<file path="src/rtl/fifo_line_rd_stream.sv">
`default_nettype none
// ============================================================================
// Module   : fifo_line_rd_stream
// Purpose  : Pulls pixels from a fixed-latency FIFO read port into a ready/valid
//            stream with per-line pixel index, end-of-line flag and line pulse.
// Revision : 1.0 - initial release
// ============================================================================
module fifo_line_rd_stream #(
  parameter int c_DATA_WIDTH = 1,
  parameter int c_RD_LATENCY = 1,
  parameter int c_LINE_LEN   = 1920,
  parameter int c_CNT_WIDTH  = 12
) (
  input  logic                    rd_clk,
  input  logic                    rd_rst,
  input  logic                    enable,
  output logic                    fifo_rd_en,
  input  logic                    fifo_rd_empty,
  input  logic [c_DATA_WIDTH-1:0] fifo_rd_data,
  output logic                    m_valid,
  input  logic                    m_ready,
  output logic [c_DATA_WIDTH-1:0] m_data,
  output logic                    m_eol,
  output logic                    line_done,
  output logic [c_CNT_WIDTH-1:0]  pix_cnt
);

  localparam int                     c_DEPTH    = c_RD_LATENCY + 1;
  localparam int                     c_PTR_W    = 2;
  localparam logic [2:0]             c_DEPTH_W  = 3'(c_DEPTH);
  localparam logic [c_PTR_W-1:0]     c_PTR_LAST = c_PTR_W'(c_DEPTH - 1);
  localparam logic [c_CNT_WIDTH-1:0] c_LAST_PIX = c_CNT_WIDTH'(c_LINE_LEN - 1);
  localparam logic [c_CNT_WIDTH-1:0] c_PIX_ONE  = c_CNT_WIDTH'(1);

  typedef enum logic [1:0] {
    S_IDLE  = 2'd0,
    S_RUN   = 2'd1,
    S_DRAIN = 2'd2
  } state_t;

  state_t                  r_state;
  state_t                  w_state_nxt;
  logic [c_DATA_WIDTH-1:0] r_buf [2**c_PTR_W];
  logic [c_PTR_W-1:0]      r_wr_ptr;
  logic [c_PTR_W-1:0]      r_rd_ptr;
  logic [2:0]              r_occ;
  logic [2:0]              r_infl;
  logic [c_RD_LATENCY-1:0] r_ret_pipe;
  logic [c_CNT_WIDTH-1:0]  r_pix_cnt;
  logic                    r_line_done;

  logic                    w_push;
  logic                    w_pop;
  logic                    w_rd_en;
  logic [2:0]              w_occ_after_pop;
  logic [2:0]              w_occ_nxt;

  function automatic logic [c_PTR_W-1:0] ptr_inc(input logic [c_PTR_W-1:0] p);
    return (p == c_PTR_LAST) ? '0 : p + c_PTR_W'(1);
  endfunction

  // Return data lands exactly c_RD_LATENCY cycles after the strobe.
  assign w_push          = r_ret_pipe[c_RD_LATENCY-1];
  assign w_pop           = m_valid && m_ready;
  assign w_occ_after_pop = r_occ - {2'b00, w_pop};
  assign w_occ_nxt       = w_occ_after_pop + {2'b00, w_push};

  // Credit rule: buffered + in-flight words can never exceed the buffer depth.
  assign w_rd_en = !rd_rst && enable && !fifo_rd_empty && (r_state == S_RUN) &&
                   ((w_occ_after_pop + r_infl) < c_DEPTH_W);

  assign fifo_rd_en = w_rd_en;
  assign m_valid    = !rd_rst && (r_occ != 3'd0);
  assign m_data     = rd_rst ? '0 : r_buf[r_rd_ptr];
  assign m_eol      = m_valid && (r_pix_cnt == c_LAST_PIX);
  assign line_done  = !rd_rst && r_line_done;
  assign pix_cnt    = r_pix_cnt;

  generate
    if (c_RD_LATENCY == 1) begin : g_lat1
      always_ff @(posedge rd_clk) begin
        if (rd_rst) begin
          r_ret_pipe <= '0;
        end else begin
          r_ret_pipe <= w_rd_en;
        end
      end
    end else begin : g_lat2
      always_ff @(posedge rd_clk) begin
        if (rd_rst) begin
          r_ret_pipe <= '0;
        end else begin
          r_ret_pipe <= {r_ret_pipe[0], w_rd_en};
        end
      end
    end
  endgenerate

  always_ff @(posedge rd_clk) begin
    if (rd_rst) begin
      for (int i = 0; i < 2**c_PTR_W; i++) begin
        r_buf[i] <= '0;
      end
    end else if (w_push) begin
      r_buf[r_wr_ptr] <= fifo_rd_data;
    end
  end

  always_ff @(posedge rd_clk) begin
    if (rd_rst) begin
      r_occ       <= '0;
      r_infl      <= '0;
      r_wr_ptr    <= '0;
      r_rd_ptr    <= '0;
      r_pix_cnt   <= '0;
      r_line_done <= 1'b0;
    end else begin
      r_occ       <= w_occ_nxt;
      r_infl      <= r_infl + {2'b00, w_rd_en} - {2'b00, w_push};
      r_line_done <= w_pop && m_eol;
      if (w_push) begin
        r_wr_ptr <= ptr_inc(r_wr_ptr);
      end
      if (w_pop) begin
        r_rd_ptr  <= ptr_inc(r_rd_ptr);
        r_pix_cnt <= (r_pix_cnt == c_LAST_PIX) ? '0 : r_pix_cnt + c_PIX_ONE;
      end
    end
  end

  always_ff @(posedge rd_clk) begin
    if (rd_rst) begin
      r_state <= S_IDLE;
    end else begin
      r_state <= w_state_nxt;
    end
  end

  always_comb begin
    w_state_nxt = r_state;
    unique case (r_state)
      S_IDLE:  if (enable) w_state_nxt = S_RUN;
      S_RUN:   if (!enable) w_state_nxt = S_DRAIN;
      S_DRAIN: begin
        if (enable) begin
          w_state_nxt = S_RUN;
        end else if ((r_infl == 3'd0) && (r_occ == 3'd0)) begin
          w_state_nxt = S_IDLE;
        end
      end
      default: w_state_nxt = S_IDLE;
    endcase
  end

  always_ff @(posedge rd_clk) begin
    if (!rd_rst) begin
      assert (!(w_push && (w_occ_after_pop >= c_DEPTH_W)));
    end
  end

endmodule
`default_nettype wire

</file>
<file path="config.mk">
export PLATFORM = sky130hd
export DESIGN_NAME = fifo_line_rd_stream
export DESIGN_NICKNAME = d
export VERILOG_FILES = /design/src/rtl/fifo_line_rd_stream.sv
export SDC_FILE = /design/constraint.sdc
export NUM_CORES = 1
export LEC_CHECK = 0
export CAP_MARGIN = 15
export CORE_MARGIN = 2
export CORE_UTILIZATION = 53
export CTS_BUF_LIST = sky130_fd_sc_hd__clkbuf_4 sky130_fd_sc_hd__clkbuf_8
export DETAILED_ROUTE_END_ITERATION = 10
export PLACE_DENSITY = 0.79
export SYNTH_ARGS = -nofsm -noshare
export SYNTH_HDL_FRONTEND = slang
export SYNTH_SLANG_ARGS = --single-unit
</file>
<file path="constraint.sdc">
create_clock -name rd_clk -period 9.89 [get_ports rd_clk]
set_input_delay 0.989 -clock rd_clk [delete_from_list [all_inputs] [get_ports rd_clk]]
set_output_delay 0.989 -clock rd_clk [all_outputs]
set_load 0.03 [all_outputs]
</file>
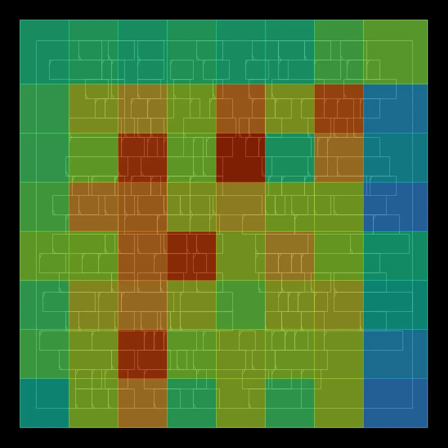
Run 1: routing congestion map
M1 GR Usage: 23.3%
Final Util: 66.7%

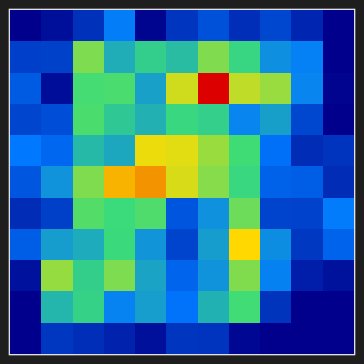
Run 1: wiring heat map
Drawn at 6 px/µm. 11 x 11 tiles, from dark blue (low) to red (high), scaled to the fullest tile. Values are wire area over tile area, all layers added.
densest ninth of the die: middle
mean over tiles: 0.13
nearly empty tiles: 12%
emptiest ninth of the die: bottom right
tiles over half the peak: 22%
fullest tile: 0.45

==> job_summary.md, run 1 <==
## PnR job results

| Metric | Value |
|---|---|
| Outcome | `finished clean` |
| Ports | `23` |
| Synthesis-stage register bit count | `32` |
| Yosys top cell by instances | `dfxtp_1` |
| DRT antenna net count | `0` |
| Worst Setup Slack, final | `4690 ps` |
| Crit-path max cell delay | `690 ps` |
| Nets | `194` |
| Final tally of max-slew violations | `0` |
| Syn nets | `167` |
| Clock Power | `0.0000755 W` |
| Hold-fix buffers, CTS | `0` |
| Ant diodes | `0` |
| Final setup fails | `0` |
| Main area contributors | `dfxtp_1, edfxtp_1, xnor2_1` |
| Max VDD drop | `0.000122 V` |
| Drt wl/cell | `13.1 µm` |
| Worst Setup SP | `rd_rst` |
| Worst-path clk slew | `90 ps` |
| # Max-Cap Violations | `0` |
| Worst reg2reg setup slack | `6370 ps` |
| Hold Vio Cnt, Final | `0` |
| Psw | `0.0000605 W` |
| CP required | `8900 ps` |
| Full die area | `3290 µm²` |
| Slew margin rel. | `60.4%` |
| DP Worst Slack | `4700 ps` |
| Leak | `0.694 nW` |
| Reg-to-reg startpoint | `r_occ[0]` |
| Floorplan row count | `19` |
| Latency at later pin | `320 ps` |
| Post-cts repair resize count | `0` |
| FP Core Util | `55.1%` |
| Final setup TNS | `0 ps` |
| Initial DRC count | `44` |
| Clk root buf | `clkbuf_4` |
| Cycle use final | `52.6%` |
| YS warnings | `0` |
| CTS Sinks | `32` |
| PD cells | `133 nW/µm²` |
| Routed via count | `1,138` |
| Seq share, synth | `45.2%` |
| Top pwr grp | `sequential cells` |
| EDFF count, synth | `4` |
| Core area | `2730 µm²` |
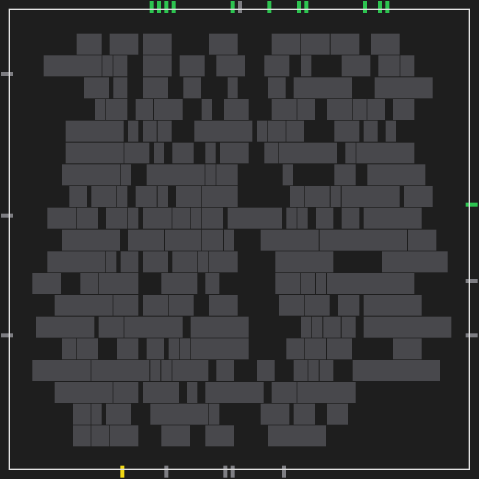
Run 1: ports around the boundary
Drawn at 8 px/µm. Pins as bars across the die edge, other pins in gray.
[yellow] `fifo_rd_empty` | pins: 1 | direction: input | edge: bottom
[green] `pix_cnt` | pins: 12 | direction: output | edge: 11 top, 1 right
Port Buffer Count: 22
Die Ht: 57.3 µm
Die Wd: 57.3 µm

[run 1: state kept, by name (all words and copies together) (netlist names), named ones only]
| register | count |
|---|---|
| pix_cnt | 12 |
| r_buf | 4 |
| r_infl | 3 |
| r_line_done | 1 |
| r_occ | 3 |
| r_rd_ptr | 2 |
| r_ret_pipe | 1 |
| r_state | 2 |
| r_wr_ptr | 2 |
[run 1: routing by layer]
layer	part of all wire, %	track usage (%)	vias up
met3	3.8	6.12	8
met5	0	0	-
met2	49	33.3	18
li1	-	-	586
met1	45	23.3	526
met4	2.2	8.64	0
[run 1: worst max-delay path: cells and delay by family]
family                   cells  cell delay [ps]
AND/OR/NAND/NOR              5             1000
buffers and inverters        4             1530
adder cells (fa/ha/maj)      2              690
[run 1: through the flow]
step                area (µm²)  hold slack (ps)  utilization (%)  total power (W)  instances
detailed placement        1760              451             64.4         0.000169        204
CTS                       1820              466             66.7         0.000244        212
global placement          1760              424             64.4         0.000168        204
global route              1820              482             66.7         0.000254        212
finish                    1820              464             66.7         0.000242        212
floorplan                 1510              414                -         0.000160        153
[run 1: logic make-up after synthesis]
kind of cell / Yosys count / synth area share [%]
flops: 32 / 45.2
fa+ha+maj: 8 / 7.64
xor+xnor: 17 / 9.88
simple gates: 68 / 25.9
compound gates: 16 / 7.14
mux: 1 / 1.49
buf+inv: 11 / 2.74
[run 1: final cells by class]
type | instances | area (µm²)
clock buffers | 6 | 51.3
well taps | 31 | 38.8
flip-flops and latches | 32 | 681
clock inverters | 2 | 10.0
repair buffers | 23 | 228
inverters | 8 | 30.0
multi-input cells | 110 | 785
fillers | 222 | 911
## Run 2: what changed since run 1
Clock period 9.89 ns to 4.85 ns, I/O delays scaled along.
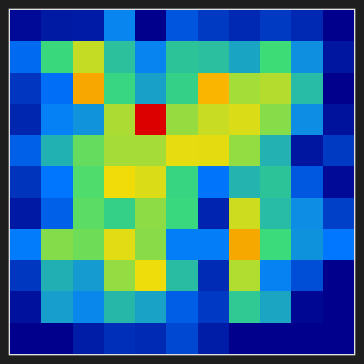
Run 2: wiring heat map
Drawn at 6 px/µm. 11 x 11 tiles, from dark blue (low) to red (high), scaled to the fullest tile. Values are wire area over tile area, all layers added.
tiles over half the peak: 26%
emptiest ninth of the die: bottom right
densest ninth of the die: middle

==> run 2 against run 1 <==
  * Setup slack got worse by 4100 ps
  * Die size did not move
  * Sequential power rose by 100%
  * Area after synthesis did not move
  * Combinational power rose by 110%
  * Cell count rose by 0.47%
  * First-iteration DRC count fell by 9.1%
  * Design area fell by 0.14%
  * Worst hold slack got worse by 13 ps
  * Routed wire length rose by 8.9%
  * Critical endpoint unchanged
  * Largest cell class unchanged
==> job_summary.md, run 2 <==
## PnR job results

| Metric | Value |
|---|---|
| Outcome | `finished clean` |
| Final Util | `66.6%` |
| Hold-fix buffers, CTS | `0` |
| GRT Resource Usage Total | `20.3%` |
| Die Wd | `57.3 µm` |
| Latency at later pin | `320 ps` |
| Non-filler cells, final | `213` |
| Critical Path AT | `3760 ps` |
| Final setup TNS | `0 ps` |
| Largest register FFs | `12` |
| EDFF count, synth | `4` |
| Clk root buf | `clkbuf_4` |
| # Max-Cap Violations | `0` |
| Critical Path Fanout Max | `8` |
| Full die area | `3290 µm²` |
| Seq share, synth | `45.2%` |
| Post-cts repair resize count | `0` |
| Final tally of max-slew violations | `0` |
| FP Core Util | `55.1%` |
| Synthesis-stage register bit count | `32` |
| OpenROAD warning count | `26` |
| Initial DRC count | `40` |
| Design area | `1820 µm²` |
| YS warnings | `0` |
| CTS Buf Count | `5` |
| Crit-path max cell delay | `690 ps` |
| Cycle use final | `87.5%` |
| Final setup fails | `0` |
| Worst reg2reg setup slack | `1280 ps` |
| Design Power | `0.000483 W` |
| Port Buffer Count | `22` |
| Nets | `195` |
| Main area contributors | `dfxtp_1, edfxtp_1, xnor2_1` |
| Reg-to-reg startpoint | `r_occ[0]` |
| Achievable Freq | `0.236 GHz` |
| Worst-path clk slew | `90 ps` |
| DP Worst Slack | `698 ps` |
| Ant diodes | `0` |
| RSZ-0062 raised after global routing | `false` |
| Floorplan row count | `19` |
| Area reported by Yosys stat | `1510 µm²` |
| Placed cell count | `205` |
| Min cycle time layout | `4240 ps` |
| Core area | `2730 µm²` |
| Dpl cell area | `1770 µm²` |
| Drt wl/cell | `14.2 µm` |
| Leak | `0.693 nW` |
| Family with the most delay on the worst path | `simple AND/OR/NAND/NOR gates` |
| WHS | `450 ps` |
| Post CTS Setup Buffer Count | `0` |
| Max VDD drop | `0.000329 V` |
| Hold Vio Cnt, Final | `0` |
| Yosys top cell by instances | `dfxtp_1` |
| Worst Setup Slack, final | `606 ps` |
| Hold path startpoint | `r_state[1]` |
| Most numerous logic cells after layout | `dfxtp_1, clkdlybuf4s50_1, nor2_1` |
| Slew margin rel. | `55.9%` |
| Buf/Inv on CP | `2` |
| CP required | `4370 ps` |
| Ports | `23` |
| PD cells | `265 nW/µm²` |
| Worst-path cell chain | `nor3_2 -> nor2_1 -> nand2_1 -> nor2_1 -> ha_1 -> inv_1 -> fa_1 -> or4_1 -> nor2_1 -> clkdlybuf4s50_1` |
| Syn nets | `167` |
| DRT antenna net count | `0` |
| Die Ht | `57.3 µm` |
| CTS Sinks | `32` |
| Routed via count | `1,173` |
[run 2: cell counts after synthesis]
No cell type changed its count.
[run 2: final cells by class]
cell class	instances	area [µm²]
clock buffers	5	37.5
clock inverters	3	13.8
fillers	220	913
inverters	8	30.0
multi-input cells	110	785
flip-flops and latches	32	681
well taps	31	38.8
repair buffers	24	235
[run 2: worst max path at each step]
stage / endpoint / cells past startpoint / slack, ps / start
after global routing: fifo_rd_en / 10 / 360 / r_occ[0]
final: fifo_rd_en / 10 / 610 / r_occ[0]
after global placement: fifo_rd_en / 8 / 830 / m_ready
after CTS: fifo_rd_en / 10 / 600 / r_occ[0]
after floorplan: r_infl[1] / 12 / 840 / rd_rst
after detailed placement: fifo_rd_en / 8 / 700 / m_ready
[run 2: cell families after synthesis]
logic type	after synthesis	synth area share, %
flip-flops	32	45.2
AND-OR/OR-AND	16	7.14
adder cells (fa/ha/maj)	8	7.64
multiplexers	1	1.49
AND/OR/NAND/NOR	68	25.9
buffers and inverters	11	2.74
XOR/XNOR	17	9.88
[run 2: routing by layer]
layer / GRT usage (%) / share of wire (%)
met1: 24.8 / 46
met2: 34.2 / 50
met3: 5.22 / 3.4
met4: 7.97 / 0.83
met5: 0 / 0
[run 2: worst reg2reg max path, cell delays in order, from the launching register on]
cell	delay, ps
dfxtp_1	370
nor3_2	570
nor2_1	120
nand2_1	120
nor2_1	50
ha_1	270
inv_1	100
fa_1	440
or4_1	540
nor2_1	170
ha_1	190
fa_1	400
nor2b_1	140
[run 2: report_power, final]
| part | internal [W] | switching (W) | total, W |
|---|---|---|---|
| clock network | 0.0000531 | 0.0000886 | 0.000142 |
| registers | 0.000275 | 0.00000700 | 0.000282 |
| logic | 0.0000263 | 0.0000327 | 0.0000590 |
| total | 0.000355 | 0.000128 | 0.000483 |
## Run 3: what changed since run 2
Settings changed: SETUP_SLACK_MARGIN set to 0.05, SLEW_MARGIN set to 20.
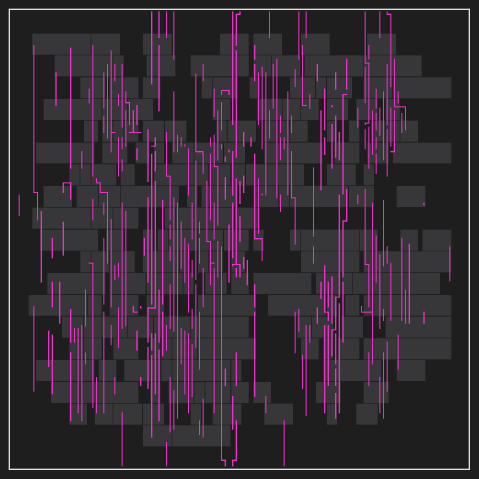
Run 3: signal wires on met2
Drawn at 8 px/µm. Cells faint in the background.
longest straight run: 26.9 µm
nets with wire on the layer: 168
wire length on this layer: 1,500 µm
share of all routed wire: 50%
met2 Track Usage GR: 34.2%
routed via count: 1,173
Routed WL: 3020 µm

==> run 3 against run 2 <==
  * Flip-flop count is the same
  * Sequential share of layout area is the same
  * Die size is the same
  * Fmax is the same
  * Utilization is the same
  * Clock power is essentially flat
  * Design area is the same
  * Total power is the same
  * Non-clock buffer count is the same
  * Largest power group unchanged
==> job_summary.md, run 3 <==
## PnR job results

| Metric | Value |
|---|---|
| Outcome | `finished clean` |
| Post-cts repair resize count | `0` |
| EDFF count, synth | `4` |
| Critical Path AT | `3760 ps` |
| Achievable Freq | `0.236 GHz` |
| Seq share, synth | `45.2%` |
| Final setup TNS | `0 ps` |
| Clk root buf | `clkbuf_4` |
| Yosys top cell by instances | `dfxtp_1` |
| Mux area share | `1.50%` |
| Largest register FFs | `12` |
| DRT antenna net count | `0` |
| Synthesis-stage register bit count | `32` |
| Floorplan row count | `19` |
| FP Core Util | `55.1%` |
| Drt wl/cell | `14.2 µm` |
| Syn nets | `167` |
| Hold Vio Cnt, Final | `0` |
| Worst-path clk slew | `90 ps` |
| Full die area | `3290 µm²` |
| Ports | `23` |
| GRT Resource Usage Total | `20.3%` |
| Most numerous logic cells after layout | `dfxtp_1, clkdlybuf4s50_1, nor2_1` |
| Min cycle time layout | `4240 ps` |
| CTS Sinks | `32` |
| YS warnings | `0` |
| Adder-cell area share of the yosys netlist | `7.64%` |
| Hold-fix buffers, CTS | `0` |
| Nets | `195` |
| Die Wd | `57.3 µm` |
| DP Worst Slack | `698 ps` |
| Leak | `0.693 nW` |
| PD cells | `265 nW/µm²` |
| Final setup fails | `0` |
| Main logic family | `simple AND/OR/NAND/NOR gates` |
| Aoi share | `7.14%` |
| Main area contributors | `dfxtp_1, edfxtp_1, xnor2_1` |
| OpenROAD warning count | `26` |
| Max VDD drop | `0.000329 V` |
| Simple-Gate Fraction of Synth Area | `25.9%` |
| XOR/XNOR Area Share | `9.88%` |
-- run 3: cell counts in the layout (fill, tap and decap cells not counted) --
Identical to the previous run, type by type.
-- run 3: layout make-up --
| type | instances | area (µm²) |
|---|---|---|
| clock buffer | 5 | 37.5 |
| sequential | 32 | 681 |
| fill | 220 | 913 |
| timing repair buffer | 24 | 235 |
| multi-input combinational | 110 | 785 |
| clock inverter | 3 | 13.8 |
| tap | 31 | 38.8 |
| inverter | 8 | 30.0 |
-- run 3: report_power, final --
part / internal, W / switching, W
Clock: 0.0000531 / 0.0000886
Sequential: 0.000275 / 0.00000700
Combinational: 0.0000263 / 0.0000327
Total: 0.000355 / 0.000128
-- run 3: metrics by stage --
step	power (W)	hold slack (ps)	util [%]	area, µm²	instances
finish	0.000483	450	66.6	1820	213
global placement	0.000344	423	64.7	1770	205
global route	0.000505	482	66.6	1820	213
floorplan	0.000327	414	-	1510	153
CTS	0.000489	457	66.6	1820	213
detailed placement	0.000347	443	64.7	1770	205
-- run 3: critical path: stages (launching register included) --
cell             delay (ps)
dfxtp_1                 370
nor3_2                  560
nor2_1                  120
nand2_1                 120
nor2_1                   50
ha_1                    270
inv_1                   100
fa_1                    440
or4_1                   540
nor2_1                  170
clkdlybuf4s50_1         690
-- run 3: path summary, 6_finish.rpt --
path	start	endpoint	slack, ps
worst min-delay path	r_state[1]	r_state[0]	450
worst max register to register	r_occ[0]	r_infl[1]	1280
worst min register to register	r_state[1]	r_state[0]	450
worst max-delay path	r_occ[0]	fifo_rd_en	610
-- run 3: per-layer routing --
layer  share of wire [%]  global-route usage (%)
met5                   0                       0
met2                  50                    34.2
met3                 3.4                    5.22
met1                  46                    24.8
met4                0.83                    7.97
No activity file was given, so power comes from the tool's default toggle rates.
